===== src/rtl/scalar_writeback_arbiter_if.sv =====
// Writeback bus between the two scalar writeback sources, the arbiter and the
// register-file write port.
interface scalar_writeback_arbiter_if #(
  parameter int unsigned AW    = 5,
  parameter int unsigned WIDTH = 32
);
  logic             alu_valid;
  logic             alu_ready;
  logic [AW-1:0]    alu_addr;
  logic [WIDTH-1:0] alu_data;
  logic             mem_valid;
  logic             mem_ready;
  logic [AW-1:0]    mem_addr;
  logic [WIDTH-1:0] mem_data;
  logic             freeze;
  logic             we3;
  logic [AW-1:0]    a3;
  logic [WIDTH-1:0] wd3;

  modport master (
    output alu_valid, alu_addr, alu_data,
    output mem_valid, mem_addr, mem_data,
    output freeze,
    input  alu_ready, mem_ready,
    input  we3, a3, wd3
  );

  modport slave (
    input  alu_valid, alu_addr, alu_data,
    input  mem_valid, mem_addr, mem_data,
    input  freeze,
    output alu_ready, mem_ready,
    output we3, a3, wd3
  );
endinterface


===== src/rtl/scalar_writeback_arbiter.sv =====
// Round-robin arbiter sharing the scalar register-file write port between the
// ALU and load-return writeback paths, with a registered write stage.
module scalar_writeback_arbiter #(
  parameter int unsigned REGISTERS = 32,
  parameter int unsigned WIDTH     = 32,
  parameter int unsigned CNT_WIDTH = 16
) (
  input  logic                  clk,
  input  logic                  rst_n,
  scalar_writeback_arbiter_if.slave wb,
  output logic [CNT_WIDTH-1:0]  conflict_cnt
);
  localparam int unsigned AW = $clog2(REGISTERS);

  typedef enum logic {
    GNT_ALU = 1'b0,
    GNT_MEM = 1'b1
  } grant_e;

  grant_e               last_grant_q, last_grant_d;
  logic                 we3_q, we3_d;
  logic [AW-1:0]        a3_q, a3_d;
  logic [WIDTH-1:0]     wd3_q, wd3_d;
  logic [CNT_WIDTH-1:0] cnt_q, cnt_d;
  logic                 alu_gnt_c, mem_gnt_c;
  logic                 both_valid_c;

  // Grant decision; on a tie the source not granted most recently wins.
  always_comb begin
    alu_gnt_c = 1'b0;
    mem_gnt_c = 1'b0;
    if (rst_n && !wb.freeze) begin
      if (wb.alu_valid && (!wb.mem_valid || last_grant_q == GNT_MEM)) begin
        alu_gnt_c = 1'b1;
      end else if (wb.mem_valid) begin
        mem_gnt_c = 1'b1;
      end
    end
  end

  assign both_valid_c = wb.alu_valid && wb.mem_valid && !wb.freeze;

  // Next-state: grant history, write stage and contention counter.
  always_comb begin
    last_grant_d = last_grant_q;
    we3_d        = 1'b0;
    a3_d         = a3_q;
    wd3_d        = wd3_q;
    cnt_d        = cnt_q;
    if (alu_gnt_c) begin
      last_grant_d = GNT_ALU;
      a3_d         = AW'(wb.alu_addr);
      wd3_d        = WIDTH'(wb.alu_data);
      we3_d        = (wb.alu_addr != '0);
    end else if (mem_gnt_c) begin
      last_grant_d = GNT_MEM;
      a3_d         = AW'(wb.mem_addr);
      wd3_d        = WIDTH'(wb.mem_data);
      we3_d        = (wb.mem_addr != '0);
    end
    if (both_valid_c && (cnt_q != {CNT_WIDTH{1'b1}})) begin
      cnt_d = cnt_q + CNT_WIDTH'(1);
    end
  end

  always_ff @(posedge clk or negedge rst_n) begin
    if (!rst_n) begin
      last_grant_q <= GNT_MEM;
      we3_q        <= 1'b0;
      a3_q         <= '0;
      wd3_q        <= '0;
      cnt_q        <= '0;
    end else begin
      last_grant_q <= last_grant_d;
      we3_q        <= we3_d;
      a3_q         <= a3_d;
      wd3_q        <= wd3_d;
      cnt_q        <= cnt_d;
    end
  end

  assign wb.alu_ready  = alu_gnt_c;
  assign wb.mem_ready  = mem_gnt_c;
  assign wb.we3        = we3_q;
  assign wb.a3         = a3_q;
  assign wb.wd3        = wd3_q;
  assign conflict_cnt  = cnt_q;
endmodule


===== src/flat_wrapper.sv =====
// flat-port wrapper written by rule: the top's interface ports become plain ports
module scalar_writeback_arbiter_flat 
#(
  parameter int unsigned REGISTERS = 32,
  parameter int unsigned WIDTH     = 32,
  parameter int unsigned CNT_WIDTH = 16
)
  (clk, rst_n, conflict_cnt, wb_alu_valid, wb_alu_addr, wb_alu_data, wb_mem_valid, wb_mem_addr, wb_mem_data, wb_freeze, wb_alu_ready, wb_mem_ready, wb_we3, wb_a3, wb_wd3);
  scalar_writeback_arbiter_if #(.AW((5)), .WIDTH(WIDTH)) wb_i ();
  input  logic clk;
  input  logic rst_n;
  output logic [CNT_WIDTH-1:0] conflict_cnt;
  input wire logic [$bits(wb_i.alu_valid)-1:0] wb_alu_valid;
  input wire logic [$bits(wb_i.alu_addr)-1:0] wb_alu_addr;
  input wire logic [$bits(wb_i.alu_data)-1:0] wb_alu_data;
  input wire logic [$bits(wb_i.mem_valid)-1:0] wb_mem_valid;
  input wire logic [$bits(wb_i.mem_addr)-1:0] wb_mem_addr;
  input wire logic [$bits(wb_i.mem_data)-1:0] wb_mem_data;
  input wire logic [$bits(wb_i.freeze)-1:0] wb_freeze;
  output wire logic [$bits(wb_i.alu_ready)-1:0] wb_alu_ready;
  output wire logic [$bits(wb_i.mem_ready)-1:0] wb_mem_ready;
  output wire logic [$bits(wb_i.we3)-1:0] wb_we3;
  output wire logic [$bits(wb_i.a3)-1:0] wb_a3;
  output wire logic [$bits(wb_i.wd3)-1:0] wb_wd3;
  assign wb_i.alu_valid = wb_alu_valid;
  assign wb_i.alu_addr = wb_alu_addr;
  assign wb_i.alu_data = wb_alu_data;
  assign wb_i.mem_valid = wb_mem_valid;
  assign wb_i.mem_addr = wb_mem_addr;
  assign wb_i.mem_data = wb_mem_data;
  assign wb_i.freeze = wb_freeze;
  assign wb_alu_ready = wb_i.alu_ready;
  assign wb_mem_ready = wb_i.mem_ready;
  assign wb_we3 = wb_i.we3;
  assign wb_a3 = wb_i.a3;
  assign wb_wd3 = wb_i.wd3;
  scalar_writeback_arbiter #(.REGISTERS(REGISTERS), .WIDTH(WIDTH), .CNT_WIDTH(CNT_WIDTH)) u_core (.clk(clk), .rst_n(rst_n), .wb(wb_i), .conflict_cnt(conflict_cnt));
endmodule

===== config.mk =====
export PLATFORM = sky130hd
export DESIGN_NAME = scalar_writeback_arbiter_flat
export DESIGN_NICKNAME = d
export VERILOG_FILES = /design/src/rtl/scalar_writeback_arbiter_if.sv /design/src/rtl/scalar_writeback_arbiter.sv /design/src/flat_wrapper.sv
export SDC_FILE = /design/constraint.sdc
export NUM_CORES = 1
export LEC_CHECK = 0
export ABC_CLOCK_PERIOD_IN_PS = 2600
export CAP_MARGIN = 10
export CORE_ASPECT_RATIO = 1.5
export CORE_MARGIN = 2
export CORE_UTILIZATION = 30
export DETAILED_ROUTE_END_ITERATION = 7
export PLACE_DENSITY_LB_ADDON = 0.25
export SKIP_LAST_GASP = 1
export SYNTH_ARGS = -nofsm -noshare
export SYNTH_HDL_FRONTEND = slang
export SYNTH_SLANG_ARGS = --single-unit

===== constraint.sdc =====
create_clock -name clk -period 2.6 [get_ports clk]
set_input_delay 0.65 -clock clk [delete_from_list [all_inputs] [get_ports clk]]
set_output_delay 0.65 -clock clk [all_outputs]
set_load 0.01 [all_outputs]

### Met1 routing

The bar under the picture is 20 um long. Supply wires on this layer in grey.
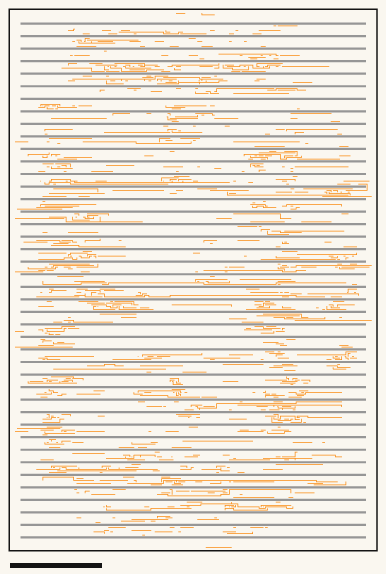
wire length on this layer	2930 um
longest straight run	33.6 um
share of all routed wire	40%
nets with wire on the layer	385

### Met2 routing

The bar under the picture is 20 um long.
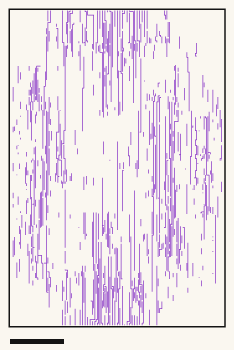
wire length on this layer	3820 um
nets with wire on the layer	399

### Metal 3

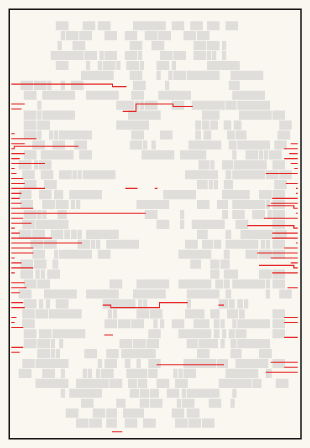
main direction	horizontal
longest straight run	36.6 um
nets with wire on the layer	77
share of all routed wire	6.4%
wire length on this layer	468 um

==> notes.md <==
Flow results.

- The worst path uses 92.4% of the clock period.
- In this run the critical register-to-register path is captured at u_core.conflict_cnt[1].
- The full die area is slightly above 9000 um^2.
- The number of non-clock buffers in the layout is between 100 and 150.
- Pin placement for this block handled 135 I/O pins.
- The leading cell type in the layout, fill and taps excluded is clkdlybuf4s50_1.
- Ranking logic cells in the layout by count gives the top entries 131 x clkdlybuf4s50_1, 54 x dfrtp_1, 41 x nand2_1, 40 x nor2_1, 36 x a221o_1.
- For met2 alone, demand over resource in global routing was approximately 28%.
- The startpoint of the lowest-slack register-to-register path is u_core.conflict_cnt[1].
- The power attributed to combinational cells is ~850 uW.
- The worst-case headroom to the max-slew limit is a little under three fifths.
- The number of vias per cell after detailed routing is 4.93.
- The endpoint kind of the worst setup timing path is an output pin.
- The non-clock inverters instantiated in the layout total 3.
- The pre-antenna-repair detailed-routing pass consisted of 4 iterations.
- After synthesis, the share of cell area in mux cells is 0.977%.
- The setup skew after layout is 0.00427 ns.
- Of the total synthesized cell area, the portion taken by XOR and XNOR cells is approximately 4.4%.
- Entering global routing, the biggest net connects a little over 60 pins.
- The gate-level netlist out of Yosys references 33 unique cell types.
- The highest clock rate this design can be run at is approximately 420 MHz.
- From synthesis to final layout, the design area changed by 64.9%.
- The run finished with clean final reports.
- The kind of start point of the critical path is an input pin.
- The number of design rule violations left after detail routing is 0.
- The final standard cell utilization of the core is roughly half.
- The static leakage is approximately 0.0018 uW.
- Of the total standard cell area in the layout, the multi-input combinational portion is 26.6%.
- Per STA, the startpoint of the critical path is wb_freeze.
- In this run the standard cell core region covers 8360 um^2.
- The worst path required time is ~2 ns.
- The die is between 70 and 80 um wide.
- In this run the tools logged warnings totalling 26.
- The net count of the finished layout is approximately 470.
- The initial antenna violation count came to 0.
- The CTS buffer count is 5.
- The design has between 50 and 60 sequential cells.
[cells in the mapped netlist, drive strengths merged]
master,n,share of area [%]
nand2,42,6.3
nand3b,3,0.88
buf,7,1.3
dfrtp,54,53
nand4,5,1.8
nor2,40,5.9
ha,1,0.49
nor4,1,0.24
o311ai,1,0.34
o2111ai,1,0.34
o31ai,1,0.29
clkbuf,10,1.5
mux2i,1,0.39
mux2,1,0.59
nand3,5,0.98
dfstp,1,1.0
a221o,36,14
and2,1,0.24
and3,3,0.78
or4,3,1.0
o211ai,1,0.29
xor2,1,0.34
o21ai,6,1.2
inv,3,0.44
nor3,3,0.59
xnor2,12,4.1
o21a,1,0.59
a21oi,7,1.4
No activity file was given, so power comes from the tool's default toggle rates.
